Fig. 1: clock nets
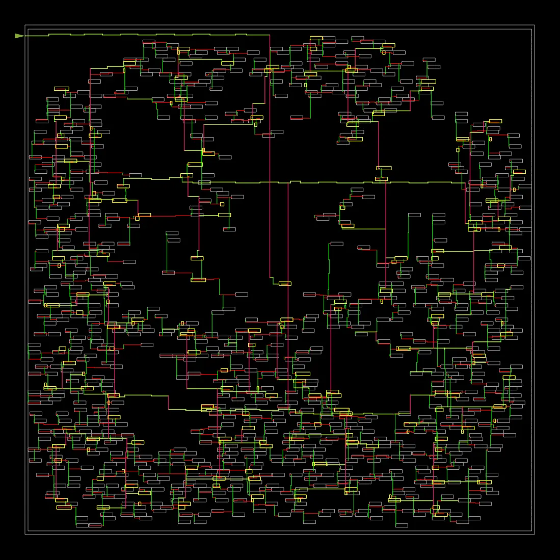
Fig. 2: wires at chosen ports, followed through buffers
Scale bar: 100 µm.
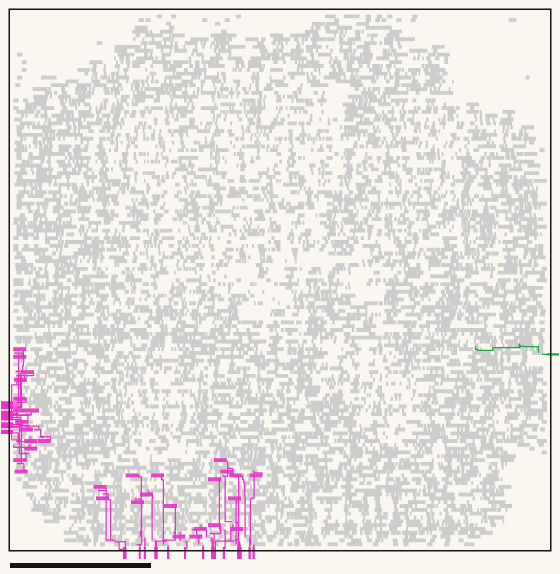
Fig. 3: drive-strength map
Scale bar: 100 µm.
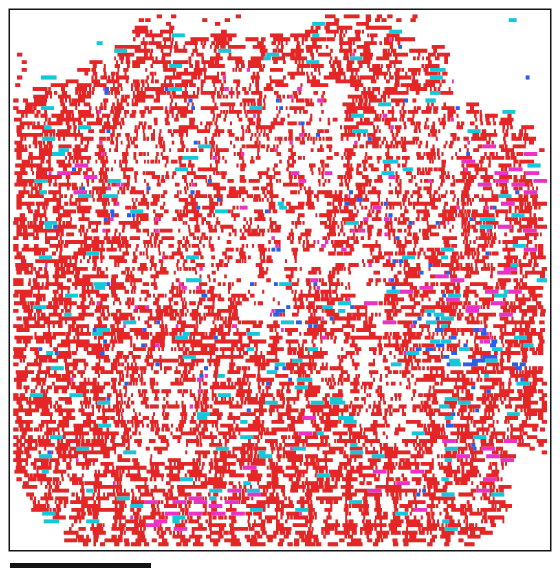
Fig. 4: cell classes on the final placement
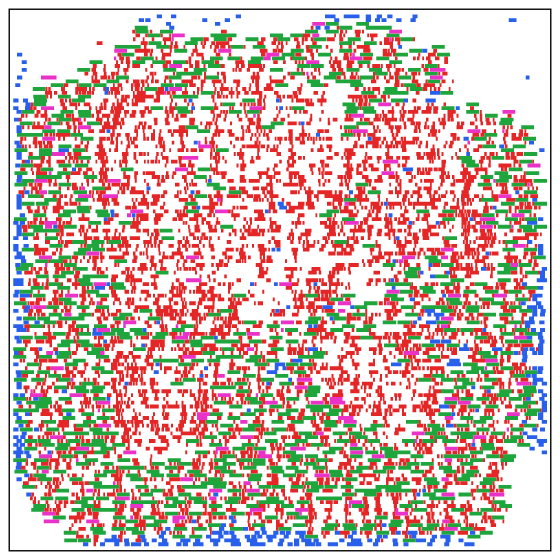
Fig. 5: clock network drawn from the DEF
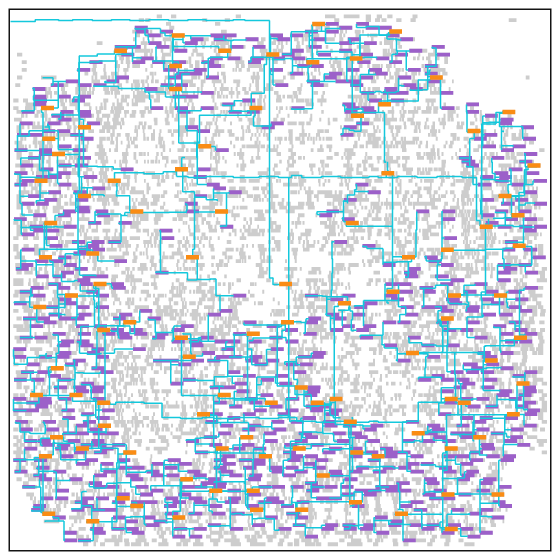
<file path="src/rtl/boid_frame_engine.sv">
// boid_frame_engine
//   Steps N_BOIDS boids once per `start`. Each boid goes through margin turning,
//   an alpha-max-beta-min speed clamp and position integration. Each result is
//   streamed out over a valid/ready port so the drawing logic can erase the old
//   position and draw the new one.
//   All state is signed Q(W-FRAC).FRAC. Arithmetic wraps modulo 2^W.
// Ports
//   clk, reset (async, active low)
//   start            : frame request (sampled in IDLE only)
//   ld_en/ld_idx/ld_*: write one boid's state (IDLE only)
//   out_valid/out_ready, out_idx, x,y (new pos), px,py (old pos), vx,vy (new vel)
//   busy             : engine not idle
//   done             : one-cycle pulse at frame end
module boid_frame_engine #(
  parameter int W         = 32,
  parameter int FRAC      = 16,
  parameter int N_BOIDS   = 4,
  parameter int LEFT      = 100,
  parameter int RIGHT     = 540,
  parameter int TOP       = 100,
  parameter int BOTTOM    = 380,
  parameter int TURN      = 16384,
  parameter int MAX_SPEED = 6,
  parameter int MIN_SPEED = 3,
  parameter int SHRINK_SH = 3,
  parameter int X0        = 180,
  parameter int SPACING   = 40,
  parameter int Y0        = 240,
  parameter int V0        = 4,
  localparam int IW       = (N_BOIDS > 1) ? $clog2(N_BOIDS) : 1
) (
  input  logic          clk,
  input  logic          reset,
  input  logic          start,
  input  logic          ld_en,
  input  logic [IW-1:0] ld_idx,
  input  logic [W-1:0]  ld_x,
  input  logic [W-1:0]  ld_y,
  input  logic [W-1:0]  ld_vx,
  input  logic [W-1:0]  ld_vy,
  output logic          out_valid,
  input  logic          out_ready,
  output logic [IW-1:0] out_idx,
  output logic [W-1:0]  x,
  output logic [W-1:0]  y,
  output logic [W-1:0]  px,
  output logic [W-1:0]  py,
  output logic [W-1:0]  vx,
  output logic [W-1:0]  vy,
  output logic          busy,
  output logic          done
);

  localparam int W1 = W + 1;

  localparam logic [2:0] S_IDLE  = 3'd0;
  localparam logic [2:0] S_LOAD  = 3'd1;
  localparam logic [2:0] S_EDGE  = 3'd2;
  localparam logic [2:0] S_SPEED = 3'd3;
  localparam logic [2:0] S_LIMIT = 3'd4;
  localparam logic [2:0] S_MOVE  = 3'd5;
  localparam logic [2:0] S_EMIT  = 3'd6;
  localparam logic [2:0] S_DONE  = 3'd7;

  // Integer pixel value to raw Q value.
  function automatic logic [W-1:0] q(input int v);
    return W'(v) << FRAC;
  endfunction

  localparam logic signed [W-1:0] LEFT_Q   = signed'(q(LEFT));
  localparam logic signed [W-1:0] RIGHT_Q  = signed'(q(RIGHT));
  localparam logic signed [W-1:0] TOP_Q    = signed'(q(TOP));
  localparam logic signed [W-1:0] BOTTOM_Q = signed'(q(BOTTOM));
  localparam logic signed [W-1:0] TURN_Q   = W'(TURN);
  localparam logic [W:0]          MAX_Q    = W1'(MAX_SPEED) << FRAC;
  localparam logic [W:0]          MIN_Q    = W1'(MIN_SPEED) << FRAC;
  localparam logic [IW-1:0]       LAST     = IW'(N_BOIDS - 1);

  logic [2:0]    state;
  logic [IW-1:0] idx;

  logic [N_BOIDS-1:0][W-1:0] st_x, st_y, st_vx, st_vy;

  logic signed [W-1:0] wx, wy, wvx, wvy;
  logic [W:0]          spd;

  // Speed estimate on unsigned magnitudes. The extra bit keeps max+min/2
  // from wrapping when the velocities are near full scale.
  logic [W-1:0] ax, ay, mx, mn;
  logic [W:0]   spd_c;

  assign ax    = wvx[W-1] ? W'(-wvx) : W'(wvx);
  assign ay    = wvy[W-1] ? W'(-wvy) : W'(wvy);
  assign mx    = (ax > ay) ? ax : ay;
  assign mn    = (ax > ay) ? ay : ax;
  assign spd_c = {1'b0, mx} + {1'b0, mn >> 1};

  assign out_valid = (state == S_EMIT);
  assign busy      = (state != S_IDLE);
  assign done      = (state == S_DONE);
  assign out_idx   = idx;

  // Boid store. It is written by the loader in IDLE and by the EMIT handshake.
  // Reset restores the initial formation, which discards any partial frame.
  always_ff @(posedge clk or negedge reset) begin
    if (!reset) begin
      for (int i = 0; i < N_BOIDS; i++) begin
        st_x[i]  <= q(X0 + i * SPACING);
        st_y[i]  <= q(Y0);
        st_vx[i] <= q((i % 2 == 0) ? V0 : -V0);
        st_vy[i] <= q(V0);
      end
    end else if (state == S_IDLE && ld_en && int'(ld_idx) < N_BOIDS) begin
      st_x[ld_idx]  <= ld_x;
      st_y[ld_idx]  <= ld_y;
      st_vx[ld_idx] <= ld_vx;
      st_vy[ld_idx] <= ld_vy;
    end else if (state == S_EMIT && out_ready) begin
      st_x[idx]  <= x;
      st_y[idx]  <= y;
      st_vx[idx] <= vx;
      st_vy[idx] <= vy;
    end
  end

  // Frame sequencer and the per-boid datapath. The store write above and the
  // start below share the IDLE edge. A load issued together with start is
  // therefore visible when LOAD reads the store one cycle later.
  always_ff @(posedge clk or negedge reset) begin
    if (!reset) begin
      state <= S_IDLE;
      idx   <= '0;
      wx    <= '0;
      wy    <= '0;
      wvx   <= '0;
      wvy   <= '0;
      spd   <= '0;
      x     <= '0;
      y     <= '0;
      px    <= '0;
      py    <= '0;
      vx    <= '0;
      vy    <= '0;
    end else begin
      case (state)
        S_IDLE: if (start) begin
          state <= S_LOAD;
          idx   <= '0;
        end
        S_LOAD: begin
          wx    <= st_x[idx];
          wy    <= st_y[idx];
          wvx   <= st_vx[idx];
          wvy   <= st_vy[idx];
          state <= S_EDGE;
        end
        S_EDGE: begin
          if (wx < LEFT_Q)        wvx <= wvx + TURN_Q;
          else if (wx > RIGHT_Q)  wvx <= wvx - TURN_Q;
          if (wy < TOP_Q)         wvy <= wvy + TURN_Q;
          else if (wy > BOTTOM_Q) wvy <= wvy - TURN_Q;
          state <= S_SPEED;
        end
        S_SPEED: begin
          spd   <= spd_c;
          state <= S_LIMIT;
        end
        S_LIMIT: begin
          if (spd > MAX_Q) begin
            wvx <= wvx - (wvx >>> SHRINK_SH);
            wvy <= wvy - (wvy >>> SHRINK_SH);
          end else if (spd < MIN_Q) begin
            wvx <= wvx + (wvx >>> SHRINK_SH);
            wvy <= wvy + (wvy >>> SHRINK_SH);
          end
          state <= S_MOVE;
        end
        S_MOVE: begin
          // The working position is still the pre-move position, so it
          // becomes px/py.
          x     <= wx + wvx;
          y     <= wy + wvy;
          px    <= wx;
          py    <= wy;
          vx    <= wvx;
          vy    <= wvy;
          state <= S_EMIT;
        end
        S_EMIT: if (out_ready) begin
          if (idx == LAST) begin
            state <= S_DONE;
          end else begin
            idx   <= idx + 1'b1;
            state <= S_LOAD;
          end
        end
        S_DONE:  state <= S_IDLE;
        default: state <= S_IDLE;
      endcase
    end
  end

endmodule

</file>
<file path="config.mk">
export PLATFORM = sky130hd
export DESIGN_NAME = boid_frame_engine
export DESIGN_NICKNAME = d
export VERILOG_FILES = /design/src/rtl/boid_frame_engine.sv
export SDC_FILE = /design/constraint.sdc
export NUM_CORES = 2
export LEC_CHECK = 0
export ABC_AREA = 1
export CAP_MARGIN = 20
export CORE_MARGIN = 2
export CORE_UTILIZATION = 40
export DETAILED_ROUTE_END_ITERATION = 10
export SETUP_SLACK_MARGIN = 0.4
export SLEW_MARGIN = 15
export SYNTH_ARGS = -nofsm -noshare
export SYNTH_HDL_FRONTEND = slang
export SYNTH_SLANG_ARGS = --single-unit
</file>
<file path="constraint.sdc">
create_clock -name clk -period 6.8 [get_ports clk]
set_input_delay 1.02 -clock clk [delete_from_list [all_inputs] [get_ports clk]]
set_output_delay 1.02 -clock clk [all_outputs]
set_load 0.02 [all_outputs]
</file>
==> summary.txt <==
Summary of the current implementation state.

- The run finished with clean final reports.
- The headroom to the max-slew limit is 0.2525, for reference.
- The buffer depth of the longest clock path is 3, for reference.
- The first global-routing pass estimated 372,800 µm of wire.
- The xor and xnor area share after synthesis is 0.02746, for reference.
- In the detailed route, the total length drawn on met3 is 21,140 µm.
- The number of buffers and inverters on the critical path is 8, for reference.
- The total global routing overflow is 0, for reference.
- Per the post-CTS timing run, clock transition at the registers of the reported paths is 0.06 ns.
- The average instance area after synthesis is 7.337 µm², for reference.
- The required time reported for the critical path endpoint is between 7 and 8 ns, for reference.
- By area, logic gates come first.
- In the final layout, the share of cells above drive strength 1 is 0.05736.
- The number of hold-slack violations in the final timing report is 0, for reference.
- The first-pass iteration count of the detailed router is 6, for reference.
- The number of max-slew violations in the final report is 0, for reference.
- The number of antenna diodes is 6, for reference.
- The maximum number of pins on one net before global-route repair is roughly 170, for reference.
- For this design, the sink count on the clock tree is 870.
- The number of cells on the worst reg-to-reg path is 36.
- In this run the tools logged warnings totalling 67.
- Counting the inverters off the clock network in the layout gives 835.
Back to the opening pictures, Fig. 1:
Flops: 870

Back to the opening pictures, Fig. 2:
port	colour	bits	direction	end cells	buffers	wire
busy	green	1	output	1	1	60.3 µm
py	magenta	32	output	32	32	1,340 µm
ports placed on the boundary: 332
quantity of I/O buffers inserted on ports: 331

Back to the opening pictures, Fig. 3:
size	colour	cells	share	most used
_2 cells	magenta	166	2.1%	dfstp_2
_3 and _4 cells	blue	122	1.5%	buf_4
_0 and _1 cells	red	7,576	94%	nand2_1
_6 and larger	cyan	173	2.2%	clkbuf_16
Buffers excl. clock: 448
post-layout instance area: 0.06630 mm²

Back to the opening pictures, Fig. 4:
class	colour	cells	share of their area
clock drivers and dummy loads	magenta	192	5.6%
combinational and other logic	red	6,527	53%
remaining buffers and delay cells	blue	448	7.0%
sequential cells	green	870	34%

Back to the opening pictures, Fig. 5:
[flip-flops] purple | count: 870
[clock wires] cyan | length: 13,500 µm
[clock drivers] orange | count: 103
routed clock nets	104
Clock Skew: 0.05845 ns
latest clock arrival within the worst-skew pair: 0.78 ns

